`src/rtl/libv_pkg.sv`:
```
// Shared definitions for the libv queue issue controller.
//   issue_state_e : controller FSM state encoding
//   REPLAY_CNT_W  : width of the saturating replay counter
package libv_pkg;

  localparam int REPLAY_CNT_W = 8;

  typedef enum logic [1:0] {
    ST_ISSUE   = 2'd0,
    ST_DRAIN   = 2'd1,
    ST_BACKOFF = 2'd2,
    ST_REPLAY  = 2'd3
  } issue_state_e;

endpackage

```
`src/rtl/libv_queue_issue_ctrl.sv`:
```
// Issue controller for a speculative-read queue. Entries are issued to a
// consumer with a valid/ready handshake and retired by in-order responses.
// An ok response commits the head; a nack stops issue, drains every still
// in-flight entry, waits BACKOFF cycles and rewinds the queue's speculative
// read pointer to the committed pointer (replay).
//
// Ports:
//   clk, rst            sole clock; synchronous active-high reset
//   flush               abandon all queue contents (forwarded as q_flush)
//   q_empty, q_pop_data queue status/head at the speculative read pointer
//   q_pop, q_commit,    queue control strobes
//   q_replay, q_flush
//   iss_vld/data/rdy    consumer issue handshake
//   rsp_vld, rsp_nack   in-order completion, nack=1 means failure
//   busy, replay_cnt    status; replay_cnt saturates at its maximum
module libv_queue_issue_ctrl
  import libv_pkg::*;
#(
  parameter int W       = 32,
  parameter int M       = 4,
  parameter int BACKOFF = 8
) (
  input  logic                    clk,
  input  logic                    rst,
  input  logic                    flush,
  input  logic                    q_empty,
  input  logic [W-1:0]            q_pop_data,
  output logic                    q_pop,
  output logic                    q_commit,
  output logic                    q_replay,
  output logic                    q_flush,
  output logic                    iss_vld,
  output logic [W-1:0]            iss_data,
  input  logic                    iss_rdy,
  input  logic                    rsp_vld,
  input  logic                    rsp_nack,
  output logic                    busy,
  output logic [REPLAY_CNT_W-1:0] replay_cnt
);

  localparam int IW = $clog2(M + 1);
  localparam int BW = (BACKOFF > 1) ? $clog2(BACKOFF) : 1;

  issue_state_e            state_reg,      state_next;
  logic [IW-1:0]           inflight_reg,   inflight_next;
  logic [BW-1:0]           bo_cnt_reg,     bo_cnt_next;
  logic [REPLAY_CNT_W-1:0] replay_cnt_reg, replay_cnt_next;

  // A response with nothing outstanding is a stray and is ignored.
  logic rsp_evt;
  assign rsp_evt = rsp_vld && (inflight_reg != '0);

  // Issue only from ISSUE with room for another outstanding entry; reset
  // holds the handshake quiet regardless of queue status.
  assign iss_vld  = !rst && (state_reg == ST_ISSUE) && !q_empty &&
                    (inflight_reg < IW'(M));
  assign iss_data = q_pop_data;
  assign q_pop    = iss_vld && iss_rdy;

  assign q_commit = !rst && !flush && (state_reg == ST_ISSUE) &&
                    rsp_evt && !rsp_nack;
  assign q_replay = !rst && !flush && (state_reg == ST_REPLAY);
  assign q_flush  = !rst && flush;

  assign busy       = (state_reg != ST_ISSUE) || (inflight_reg != '0);
  assign replay_cnt = replay_cnt_reg;

  always_comb begin
    state_next      = state_reg;
    bo_cnt_next     = bo_cnt_reg;
    replay_cnt_next = replay_cnt_reg;
    // Transfer and response in the same cycle cancel out.
    inflight_next   = inflight_reg + IW'(q_pop) - IW'(rsp_evt);

    case (state_reg)
      ST_ISSUE: begin
        if (rsp_evt && rsp_nack) begin
          if (inflight_next == '0) begin
            state_next  = ST_BACKOFF;
            bo_cnt_next = BW'(BACKOFF - 1);
          end else begin
            state_next = ST_DRAIN;
          end
        end
      end
      ST_DRAIN: begin
        // Every response here belongs to an entry that will be replayed,
        // so nothing is committed.
        if (rsp_evt && (inflight_next == '0)) begin
          state_next  = ST_BACKOFF;
          bo_cnt_next = BW'(BACKOFF - 1);
        end
      end
      ST_BACKOFF: begin
        if (bo_cnt_reg == '0) begin
          state_next = ST_REPLAY;
        end else begin
          bo_cnt_next = bo_cnt_reg - 1'b1;
        end
      end
      ST_REPLAY: begin
        state_next = ST_ISSUE;
        if (replay_cnt_reg != '1) begin
          replay_cnt_next = replay_cnt_reg + 1'b1;
        end
      end
      default: begin
        state_next = ST_ISSUE;
      end
    endcase

    // Flush wins over every other event but keeps the replay statistic.
    if (flush) begin
      state_next      = ST_ISSUE;
      inflight_next   = '0;
      bo_cnt_next     = '0;
      replay_cnt_next = replay_cnt_reg;
    end
  end

  always_ff @(posedge clk) begin
    if (rst) begin
      state_reg      <= ST_ISSUE;
      inflight_reg   <= '0;
      bo_cnt_reg     <= '0;
      replay_cnt_reg <= '0;
    end else begin
      state_reg      <= state_next;
      inflight_reg   <= inflight_next;
      bo_cnt_reg     <= bo_cnt_next;
      replay_cnt_reg <= replay_cnt_next;
    end
  end

endmodule

```
`config.mk`:
```
export PLATFORM = sky130hd
export DESIGN_NAME = libv_queue_issue_ctrl
export DESIGN_NICKNAME = d
export VERILOG_FILES = /design/src/rtl/libv_pkg.sv /design/src/rtl/libv_queue_issue_ctrl.sv
export SDC_FILE = /design/constraint.sdc
export NUM_CORES = 1
export LEC_CHECK = 0
export CAP_MARGIN = 40
export CORE_MARGIN = 1.5
export CORE_UTILIZATION = 35
export DETAILED_ROUTE_END_ITERATION = 10
export PLACE_DENSITY = 0.78
export SLEW_MARGIN = 20
export SYNTH_ARGS = -nofsm -noshare
export SYNTH_HDL_FRONTEND = slang
export SYNTH_SLANG_ARGS = --single-unit
```
`constraint.sdc`:
```
create_clock -name clk -period 2.7 [get_ports clk]
set_input_delay 0.405 -clock clk [delete_from_list [all_inputs] [get_ports clk]]
set_output_delay 0.405 -clock clk [all_outputs]
set_load 0.01 [all_outputs]
```
Run 1, PDN straps and rails:
Pins as bars on the die edge. Tap cells in grey.
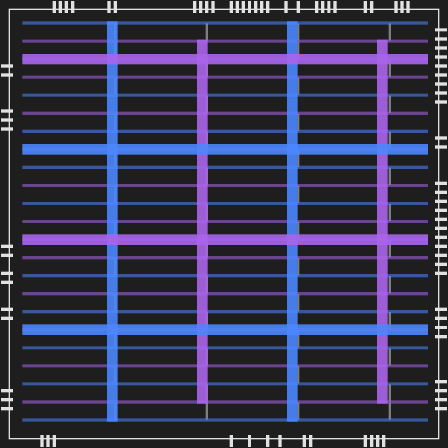
colour	net
purple	VDD
blue	VSS
tap cells	48
met5 straps	4
met1 rails	23
rows	22
signal pins	85

Run 1, selected gate families:
Scale bar: 20 um.
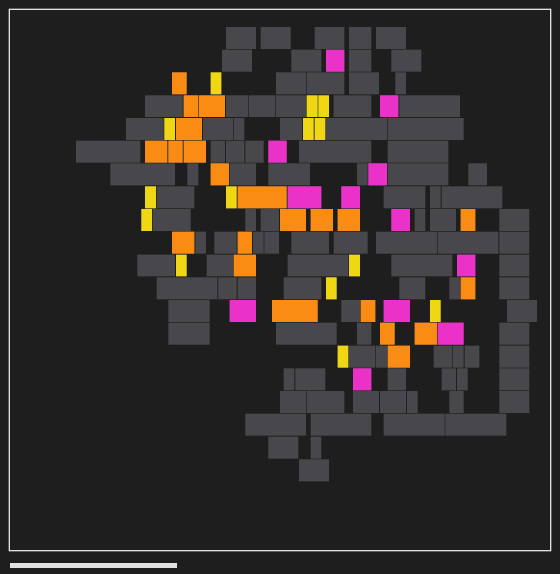
colour	family	cells	most used
orange	aoi and oai cells	22	a211oi_1
magenta	and/or cells	12	and2_1
yellow	inv cells	14	inv_1

==> out/metrics.yaml, run 1 <==
status: "finished, final reports clean"
grt_start_max_net_pins: 12
synth_area_per_cell_sq_um: 8.49
comb_power_uw: 109
critPathTopFamily: "adder cells"
use_met3: 0.0486
top_cell: "buf_4"
dpl.hpwl_um: 1930
tapCellCount: 48
grt_pass1_wl_um: 3990
place.gp.congestion: 0.843
top_cells_by_count: "buf_4, dfxtp_1, inv_1, nor2_1, ha_1"
flop_cell: "dfxtp_1"
rsz0062_at_grt: "no"
grt.met2_usage: 0.189
ys_top_logic_family: "buffers and inverters"
yosysChipArea_sq_um: 1330
inv_count: 14
dr.pass1.iters: 4
worstReg2RegStart: "state_reg[0]$_SDFFE_PP0P_"
final_cell_mix: "clkdlybuf4s50_1, inv_1, dfxtp_1"
worstPathBufferInverterCount: 2
simple_gate_share: 0.217
tightest_slew_ns: 0.489
reg2reg_depth: 10
post-cts-setup-buffers: 0
core_sq_um: 3660
max_stage_delay_ns: 0.43
busiest_layer: "met2"
p_per_area_nw_per_um2: 394
r2r_setup_slack_ns: 0.16
crit_fanout: 6
crit_start: "rsp_vld"
place_area_sq_um: 1370
die_w_um: 64.5
overflow: 0
detailedPlace.worstSlack_ns: -0.123
top_cell_area_share: 0.242
post-route-cell-area_sq_um: 1440
seqPwrFrac: 0.429
synth_area_leader_cell: "dfxtp_1"
power.group.top: "registers"
signal_buffers: 24
hp-start: "bo_cnt_reg[2]$_SDFFE_PP0P_"
routed.top_layer: "met4"
slew_violations: 0
seq_area_frac_synth: 0.242
drcViolationCount: 0
nonClkBufAreaFrac: 0.160
drv_cap: 0
adder_share: 0.110
power_switching_uw: 144
final_util: 0.393
Run 1, cells coloured by class:
Scale bar: 20 um.
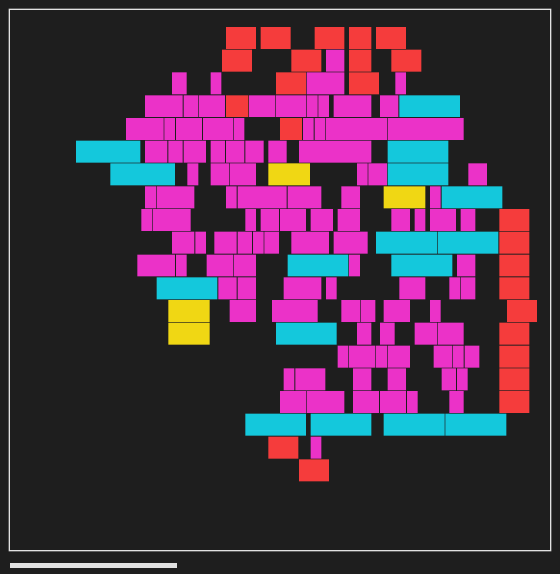
colour	class	cells	share of their area
magenta	remaining logic cells	106	56%
yellow	clock drivers and dummy loads	4	4.0%
cyan	registers	16	23%
red	remaining buffers and delay cells	24	17%

Run 1, clock wires, drivers and flops:
Scale bar: 20 um.
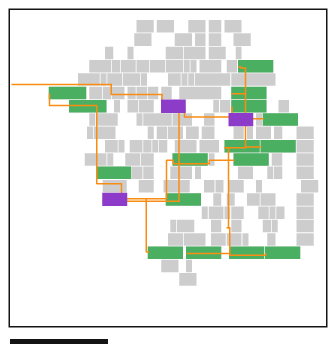
[purple] clock-net drivers | count: 3
[green] flip-flops | count: 16
[orange] clock wires | length: 238 um
routed clock nets	4

==> run 2, diff against run 1 <==
--- a/config.mk
+++ b/config.mk
@@ -8,6 +8,7 @@
 export CAP_MARGIN = 40
 export CORE_MARGIN = 1.5
 export CORE_UTILIZATION = 35
+export CTS_CLUSTER_DIAMETER = 60
 export DETAILED_ROUTE_END_ITERATION = 10
 export PLACE_DENSITY = 0.78
 export SLEW_MARGIN = 20
Run 2, cells coloured by class:
Scale bar: 20 um.
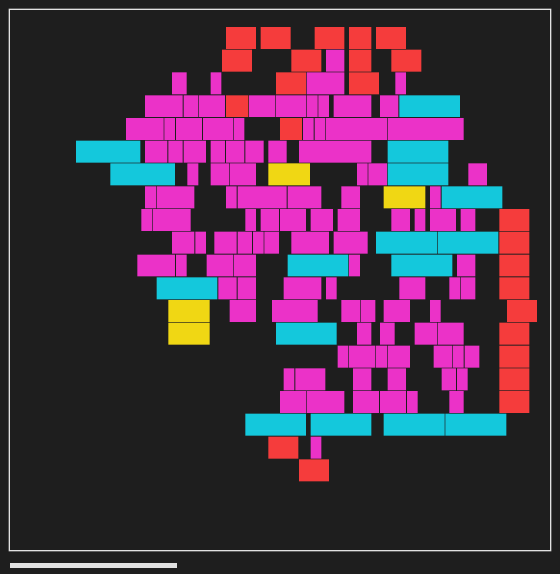
colour	class	cells	share of their area
yellow	clock drivers and dummy loads	4	4.0%
cyan	registers	16	23%
magenta	remaining logic cells	106	56%
red	remaining buffers and delay cells	24	17%

==> run 2 against run 1 <==
Compared with the run above: final area unchanged; area after synthesis unchanged; combinational power about the same; register-to-register slack about the same; via count unchanged; clock power about the same; total power unchanged.
==> out/metrics.yaml, run 2 <==
routed.top_layer: "met4"  # unchanged
grt_start_max_net_pins: 12  # unchanged
drcViolationCount: 0  # unchanged
busiest_layer: "met2"  # unchanged
boundaryPins: 85  # unchanged
htree_num_levels: 1  # unchanged
top_cell: "buf_4"  # unchanged
synth_area_leader_cell: "dfxtp_1"  # unchanged
rsz0062_at_grt: "no"  # unchanged
r2r_setup_slack_ns: 0.16  # about the same
detailedPlace.worstSlack_ns: -0.123  # unchanged
status: "finished, final reports clean"  # unchanged
post-cts-setup-buffers: 0  # unchanged
overflow: 0  # unchanged
comb_power_uw: 109  # about the same
power.group.top: "registers"  # unchanged
flop_cell: "dfxtp_1"  # unchanged
nonClkBufAreaFrac: 0.160  # unchanged
inv_count: 14  # unchanged
p_clk_frac: 0.378  # about the same
num-multi-input-gates: 92  # unchanged
place_area_sq_um: 1370  # unchanged
final_cell_mix: "clkdlybuf4s50_1, inv_1, dfxtp_1"  # unchanged
whs_ns: 0.480  # unchanged
reg2reg_depth: 10  # unchanged
hp-start: "bo_cnt_reg[2]$_SDFFE_PP0P_"  # unchanged
die_w_um: 64.5  # unchanged
intPower_uw: 424  # unchanged
power_switching_uw: 144  # unchanged
top_cells_by_count: "buf_4, dfxtp_1, inv_1, nor2_1, ha_1"  # unchanged
p_total_uw: 567  # unchanged
worstPathBufferInverterCount: 2  # unchanged
max_stage_delay_ns: 0.43  # about the same
adder_share: 0.110  # unchanged
worstReg2RegStart: "state_reg[0]$_SDFFE_PP0P_"  # unchanged
max_slew_margin: 0.669  # unchanged
grt_pass1_wl_um: 3990  # unchanged
drv_cap: 0  # unchanged
use_met3: 0.0486  # unchanged
seq_area_sq_um: 323  # unchanged
tapCellCount: 48  # unchanged
dr.pass1.iters: 4  # unchanged
cp.depth: 10  # unchanged
signal_buffers: 24  # unchanged
seq_area_frac_synth: 0.242  # unchanged
simple_gate_share: 0.217  # unchanged
crit_start: "rsp_vld"  # unchanged
ys_top_logic_family: "buffers and inverters"  # unchanged
final_util: 0.393  # unchanged
yosysChipArea_sq_um: 1330  # unchanged
slew_violations: 0  # unchanged
seqPwrFrac: 0.429  # about the same
crit_fanout: 6  # unchanged
critPathTopFamily: "adder cells"  # unchanged
p_per_area_nw_per_um2: 394  # unchanged
dpl.hpwl_um: 1930  # unchanged
wl_met3_um: 180  # unchanged
top_cell_area_share: 0.242  # unchanged
synth_area_per_cell_sq_um: 8.49  # unchanged
Run 2, PDN straps and rails:
Pins as bars on the die edge. Tap cells in grey.
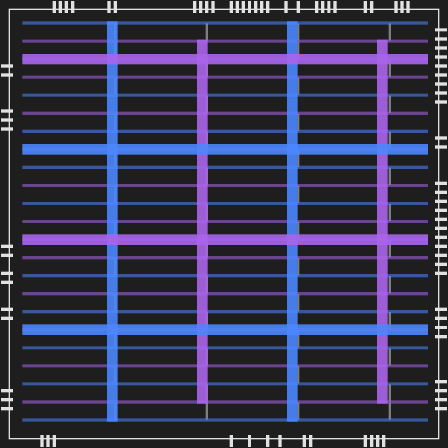
peak supply drop: 0.184 mV
core box area: 3660 sq um
die y size: 64.5 um

Run 2, clock nets:
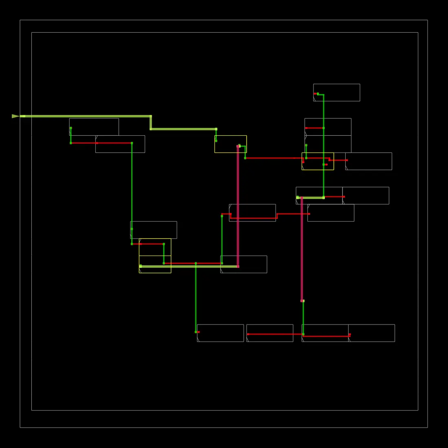

==> run 3, diff against run 2 <==
--- a/config.mk
+++ b/config.mk
@@ -7,10 +7,10 @@
 export LEC_CHECK = 0
 export CAP_MARGIN = 40
 export CORE_MARGIN = 1.5
-export CORE_UTILIZATION = 35
+export CORE_UTILIZATION = 33
 export CTS_CLUSTER_DIAMETER = 60
 export DETAILED_ROUTE_END_ITERATION = 10
-export PLACE_DENSITY = 0.78
+export PLACE_DENSITY = 0.77
 export SLEW_MARGIN = 20
 export SYNTH_ARGS = -nofsm -noshare
 export SYNTH_HDL_FRONTEND = slang
==> constraint.sdc (replaced) <==
create_clock -name clk -period 2.2 [get_ports clk]
set_input_delay 0.33 -clock clk [delete_from_list [all_inputs] [get_ports clk]]
set_output_delay 0.33 -clock clk [all_outputs]
set_load 0.01 [all_outputs]
Run 3, clock nets:
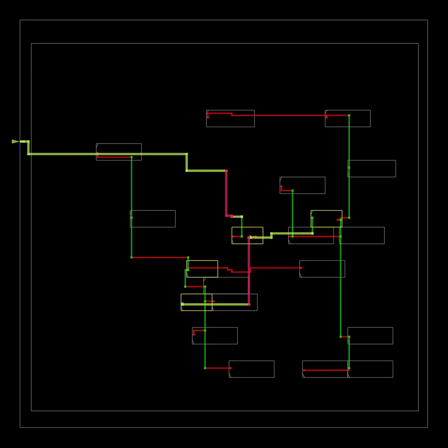
Num CTS Buffers: 3
Worst Skew: 0.00353 ns
Clk power: 266 uW
TritonCTS Sinks: 16
clkbuf count: 4

==> run 3 against run 2 <==
Compared with the run above: first-iteration DRC count unchanged; global-route usage up 0.12 points; the run now ends with negative setup slack left; clock power increased by 24%; largest power group unchanged; final cell count is 6.6% higher.
==> out/metrics.yaml, run 3 <==
flop_cell: "dfxtp_1"  # unchanged
seqPwrFrac: 0.403  # was 0.429
drv_cap: 0  # unchanged
grt.met2_usage: 0.190  # was 0.189
place.gp.congestion: 0.822  # was 0.843
comb_power_uw: 175  # was 109 uW
routed.top_layer: "met4"  # unchanged
setup_ws_ns: -0.186  # was 0.147 ns
place_area_sq_um: 1530  # was 1370 sq um
max_stage_delay_ns: 0.36  # was 0.43 ns
core_sq_um: 3770  # was 3660 sq um
final_cell_mix: "clkdlybuf4s50_1, buf_4, dfxtp_1"  # was clkdlybuf4s50_1, inv_1, dfxtp_1
inv_count: 14  # unchanged
die_w_um: 66.4  # was 64.5 um
top_cell: "buf_4"  # unchanged
power.group.top: "registers"  # unchanged
r2r_setup_slack_ns: -0.19  # was 0.16 ns
p_clk_frac: 0.360  # was 0.378
crit_start: "inflight_reg[0]$_SDFF_PP0_"  # was rsp_vld
hp-start: "bo_cnt_reg[2]$_SDFFE_PP0P_"  # unchanged
vdd_drop_max_mv: 0.218  # was 0.184 mV
dpl.hpwl_um: 2000  # was 1930 um
busiest_layer: "met2"  # unchanged
crit_fanout: 6  # unchanged
use_met3: 0.0477  # was 0.0486
violations: "negative setup slack"
chipHeight_um: 66.4  # was 64.5 um
intPower_uw: 548  # was 424 uW
status: "finished with violations"  # was finished, final reports clean
num-multi-input-gates: 92  # unchanged
p_total_uw: 738  # was 567 uW
grt_start_max_net_pins: 12  # unchanged
top_cell_area_share: 0.242  # unchanged
whs_ns: 0.482  # was 0.480 ns
setup_violations: 5  # was 0
detailedPlace.worstSlack_ns: -0.454  # was -0.123 ns
post-cts-setup-buffers: 1  # was 0
grt_pass1_wl_um: 4150  # was 3990 um
overflow: 0  # unchanged
synth_area_per_cell_sq_um: 8.49  # unchanged
post-route-cell-area_sq_um: 1610  # was 1440 sq um
clock_latency_ns: 0.25  # about the same
p_per_area_nw_per_um2: 457  # was 394 nW/um^2
max_freq_ghz: 0.419
max_slew_margin: 0.667  # was 0.669
tightest_slew_ns: 0.496  # was 0.489 ns
yosysChipArea_sq_um: 1330  # unchanged
cp.depth: 9  # was 10
htree_num_levels: 1  # unchanged
seq_area_frac_synth: 0.242  # unchanged
signal_buffers: 37  # was 24
reg2reg_depth: 9  # was 10
ys_top_logic_family: "buffers and inverters"  # unchanged
adder_share: 0.110  # unchanged
critPathTopFamily: "adder cells"  # unchanged
nonClkBufAreaFrac: 0.205  # was 0.160
tapCellCount: 48  # unchanged
Run 3, PDN straps and rails:
Pins as bars on the die edge. Tap cells in grey.
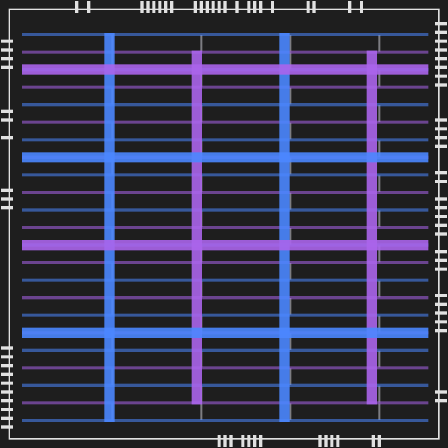
colour	net
purple	VDD
blue	VSS
tap cells	48
met1 rails	23
rows	22
met4 straps	4

Power and IR drop assume default switching activity.
